<file path="config.mk">
export PLATFORM = sky130hd
export DESIGN_NAME = sprite_anim_renderer
export DESIGN_NICKNAME = d
export VERILOG_FILES = /design/src/rtl/sprite_anim_renderer.sv
export SDC_FILE = /design/constraint.sdc
export NUM_CORES = 1
export LEC_CHECK = 0
export ABC_CLOCK_PERIOD_IN_PS = 2600
export CAP_MARGIN = 10
export CORE_UTILIZATION = 25
export CTS_CLUSTER_SIZE = 20
export DETAILED_ROUTE_END_ITERATION = 10
export SYNTH_ARGS = -nofsm -noshare
export SYNTH_HDL_FRONTEND = slang
export SYNTH_SLANG_ARGS = --single-unit
</file>
<file path="constraint.sdc">
create_clock -name vga_clk -period 2.6 [get_ports vga_clk]
set_input_delay 0.65 -clock vga_clk [delete_from_list [all_inputs] [get_ports vga_clk]]
set_output_delay 0.65 -clock vga_clk [all_outputs]
set_load 0.01 [all_outputs]
</file>
<file path="src/rtl/sprite_anim_renderer.sv">
// Sprite renderer: places one SPR_W x SPR_H animated sprite at (pos_x, pos_y),
// optionally mirrored, reading palette indices from an external synchronous ROM.
// Optional feature macro: SPRITE_SCALE_EN adds a scale[1:0] input (1x/2x/4x).
// Pipeline: DrawX/DrawY -> rom_addr (1 cycle) -> ROM (1 cycle) -> pix_idx/pix_on.
module sprite_anim_renderer #(
  parameter int SPR_W       = 64,
  parameter int SPR_H       = 64,
  parameter int FRAMES      = 4,
  parameter int IDX_W       = 4,
  parameter int TRANSP_IDX  = 0,
  parameter int FRAME_TICKS = 6,
  parameter int ADDR_W      = $clog2(SPR_W * SPR_H * FRAMES),
  parameter int FI_W        = (FRAMES > 1) ? $clog2(FRAMES) : 1,
  parameter int TK_W        = (FRAME_TICKS > 1) ? $clog2(FRAME_TICKS) : 1
) (
  input  logic              vga_clk,
  input  logic              reset_n,
  input  logic [9:0]        DrawX,
  input  logic [9:0]        DrawY,
  input  logic              blank,
  input  logic              frame_start,
  input  logic [9:0]        pos_x,
  input  logic [9:0]        pos_y,
  input  logic              flip,
`ifdef SPRITE_SCALE_EN
  input  logic [1:0]        scale,
`endif
  input  logic              anim_start,
  input  logic              anim_loop,
  output logic [ADDR_W-1:0] rom_addr,
  input  logic [IDX_W-1:0]  rom_q,
  output logic [IDX_W-1:0]  pix_idx,
  output logic              pix_on,
  output logic [FI_W-1:0]   frame_idx,
  output logic              anim_done
);

  localparam logic [1:0] StIdle = 2'd0;
  localparam logic [1:0] StPlay = 2'd1;
  localparam logic [1:0] StDone = 2'd2;

  logic [1:0]        state_q, state_d;
  logic [TK_W-1:0]   tick_q, tick_d;
  logic [FI_W-1:0]   frame_d;
  logic              done_d;

  logic [1:0]        sc;
  logic [10:0]       x11, y11, px11, py11;
  logic [10:0]       win_w, win_h;
  logic [10:0]       off_x, off_y, fx;
  logic [10:0]       lx, ly;
  logic              hit;
  logic [ADDR_W-1:0] addr_d;
  logic              hit_d, hit_d2;

  // Stage 1: window test and sprite-local coordinates, 11-bit so no wrap at the edges.
  always_comb begin
`ifdef SPRITE_SCALE_EN
    sc = (scale == 2'd3) ? 2'd2 : scale;
`else
    sc = 2'd0;
`endif
    x11   = {1'b0, DrawX};
    y11   = {1'b0, DrawY};
    px11  = {1'b0, pos_x};
    py11  = {1'b0, pos_y};
    win_w = 11'(SPR_W) << sc;
    win_h = 11'(SPR_H) << sc;
    hit   = blank && (x11 >= px11) && (x11 < px11 + win_w) &&
            (y11 >= py11) && (y11 < py11 + win_h);
    off_x = x11 - px11;
    off_y = y11 - py11;
    // Mirror on the scaled offset so each source texel stays win_w/SPR_W pixels wide.
    fx    = flip ? (win_w - 11'd1 - off_x) : off_x;
    lx    = fx >> sc;
    ly    = off_y >> sc;
    addr_d = ADDR_W'(frame_idx) * ADDR_W'(SPR_W * SPR_H) +
             ADDR_W'(ly) * ADDR_W'(SPR_W) + ADDR_W'(lx);
  end

  // Pixel pipeline: address issue, hit delay to match ROM latency, output register.
  always_ff @(posedge vga_clk or negedge reset_n) begin
    if (!reset_n) begin
      rom_addr <= '0;
      hit_d    <= 1'b0;
      hit_d2   <= 1'b0;
      pix_idx  <= '0;
      pix_on   <= 1'b0;
    end else begin
      hit_d  <= hit;
      hit_d2 <= hit_d;
      if (hit) rom_addr <= addr_d;
      pix_on  <= hit_d2 && (rom_q != IDX_W'(TRANSP_IDX));
      pix_idx <= hit_d2 ? rom_q : '0;
    end
  end

  // Animation next-state; anim_start overrides everything, including a same-cycle frame_start.
  always_comb begin
    state_d = state_q;
    tick_d  = tick_q;
    frame_d = frame_idx;
    done_d  = anim_done;
    if (anim_start) begin
      state_d = StPlay;
      tick_d  = '0;
      frame_d = '0;
      done_d  = 1'b0;
    end else begin
      case (state_q)
        StPlay: begin
          if (frame_start) begin
            if (tick_q == TK_W'(FRAME_TICKS - 1)) begin
              tick_d = '0;
              if (frame_idx == FI_W'(FRAMES - 1)) begin
                if (anim_loop) begin
                  frame_d = '0;
                end else begin
                  done_d  = 1'b1;
                  state_d = StDone;
                end
              end else begin
                frame_d = frame_idx + FI_W'(1);
              end
            end else begin
              tick_d = tick_q + TK_W'(1);
            end
          end
        end
        StDone: done_d = 1'b1;
        StIdle: frame_d = '0;
        default: state_d = StIdle;
      endcase
    end
  end

  // Animation state registers.
  always_ff @(posedge vga_clk or negedge reset_n) begin
    if (!reset_n) begin
      state_q   <= StIdle;
      tick_q    <= '0;
      frame_idx <= '0;
      anim_done <= 1'b0;
    end else begin
      state_q   <= state_d;
      tick_q    <= tick_d;
      frame_idx <= frame_d;
      anim_done <= done_d;
    end
  end

endmodule

</file>
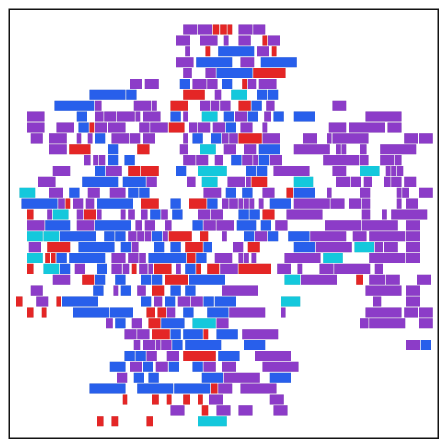
(drive-strength map)
(4 px per µm)
| colour | size | cells |
|---|---|---|
| red | x2 | 64 |
| cyan | x6 and larger | 19 |
| purple | x1 and smaller | 253 |
| blue | x3 and x4 | 116 |
Non-Clock Buffer Count: 155
Final WS setup: -0.8525 ns
area added between synthesis and finish: 74.52%
cell area after layout: 0.004800 mm²

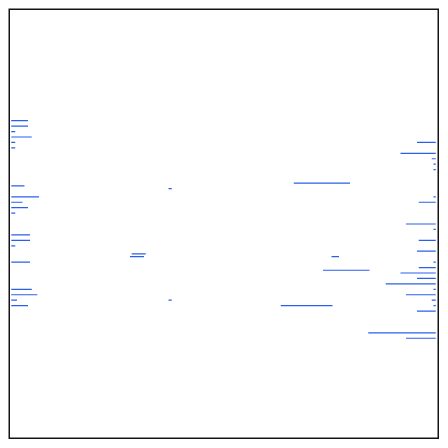
(metal 3)
(4 px per µm)
longest straight run: 16.6 µm
wire length on this layer: 207 µm
main direction: horizontal
share of all routed wire: 2.9%
nets with wire on the layer: 46
aggregate routed wire length: 7174 µm
met3 track utilization from global routing: 1.581%
total vias in the final route: 2635

==> metrics.yaml <==
setup.worst_path.start_class: "primary input"
synth.avg_cell_area_um2: 9.418
violations_in_the_final_reports: "negative setup slack"
setup-violations-final: 14
synthAdderAreaFrac_pct: 19.47
tool_warning_count: 31
setup_ws_ns: -0.8525
synth_cell_types: 48
clock_net_power_mw: 0.341
min_path_cells: 0
setup.worst_path.class: "in2reg"
power_mw: 2.458
critical_path.endpoint_type: "flip-flop"
rsz0062_at_grt: "true"
antenna_violating_nets_post_route: 0
p_comb_mw: 1.48
routed-wl-met3_um: 207
synthesis.area_mm2: 0.002750
grt_max_degree: 30
power_switching_mw: 0.8152
synthXorXnorAreaFrac_pct: 10.19
pwr-share-seq_pct: 26.0
run_status: "finished, violations left"
synth_flops: 29
grt_first_pass_wirelength_um: 12110
detail_route.wirelength.met1_um: 3320
r2r_start: "frame_idx[1]"
worstSetupEndpoint: "rom_addr[12]"
max_flop_register: "rom_addr"
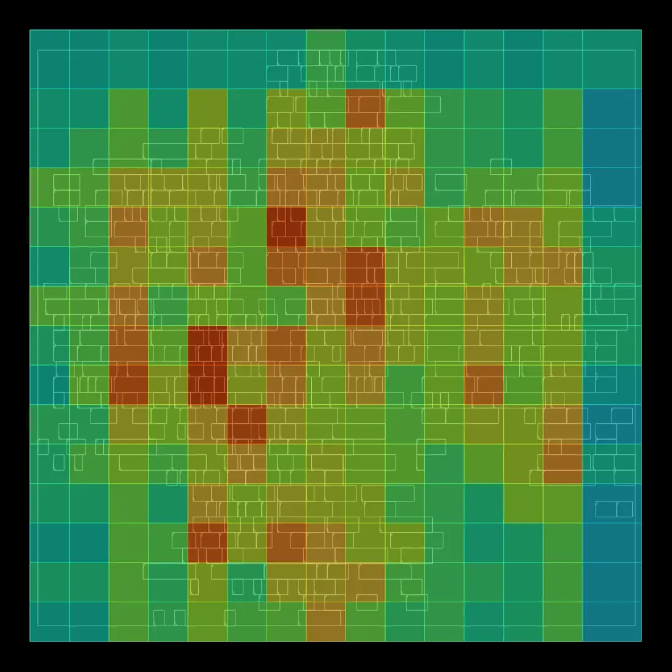
(congestion heat map)
met2 GRT Util: 23.50%
routed wire length per instance: 12.20 µm
M1 GR Usage: 16.23%
final standard cell utilization of the core: 45.67%
most used routing layer in global routing: met2

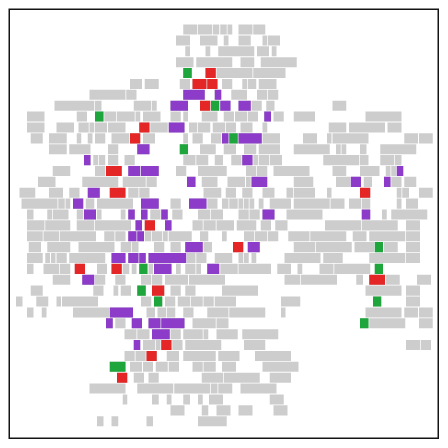
(gate-type map)
(4 px per µm)
| colour | family | cells |
|---|---|---|
| green | and/or cells | 13 |
| red | non-inverting ao/oa cells | 18 |
| purple | aoi and oai cells | 49 |
tally of non-filler cells in the final layout: 588
highest-count logic cell in the final layout: sky130_fd_sc_hd__buf_4
fraction of area in multi-input gates: 48.33%

==> synth_stat cells, types with 2 or more instances <==
cell,instances
sky130_fd_sc_hd__a2111o_1,2
sky130_fd_sc_hd__a211oi_1,3
sky130_fd_sc_hd__a21boi_0,3
sky130_fd_sc_hd__a21o_1,12
sky130_fd_sc_hd__a21oi_1,17
sky130_fd_sc_hd__a221oi_1,2
sky130_fd_sc_hd__a31oi_1,2
sky130_fd_sc_hd__and2_1,7
sky130_fd_sc_hd__and3_1,3
sky130_fd_sc_hd__dfrtp_1,29
sky130_fd_sc_hd__fa_1,3
sky130_fd_sc_hd__ha_1,38
sky130_fd_sc_hd__inv_1,38
sky130_fd_sc_hd__mux2_2,5
sky130_fd_sc_hd__mux2_4,8
sky130_fd_sc_hd__mux2i_1,3
sky130_fd_sc_hd__nand2_1,8
sky130_fd_sc_hd__nand2b_1,3
sky130_fd_sc_hd__nand3_1,8
sky130_fd_sc_hd__nand4_1,4
sky130_fd_sc_hd__nand4b_1,3
sky130_fd_sc_hd__nor2_1,15
sky130_fd_sc_hd__nor2b_1,5
sky130_fd_sc_hd__nor3_1,4
sky130_fd_sc_hd__o211ai_1,3
sky130_fd_sc_hd__o21ai_0,7
sky130_fd_sc_hd__o22ai_1,3
sky130_fd_sc_hd__o31ai_1,3
sky130_fd_sc_hd__or3_1,2
sky130_fd_sc_hd__xnor2_1,26
sky130_fd_sc_hd__xor2_1,6
==> cells by family after synthesis <==
logic type               Yosys count
buffers and inverters             41
XOR/XNOR                          32
adder cells (fa/ha/maj)           41
AND/OR/NAND/NOR                   66
AND-OR/OR-AND                     67
multiplexers                      16
flip-flops                        29
Power is estimated from default activity; no workload was simulated.
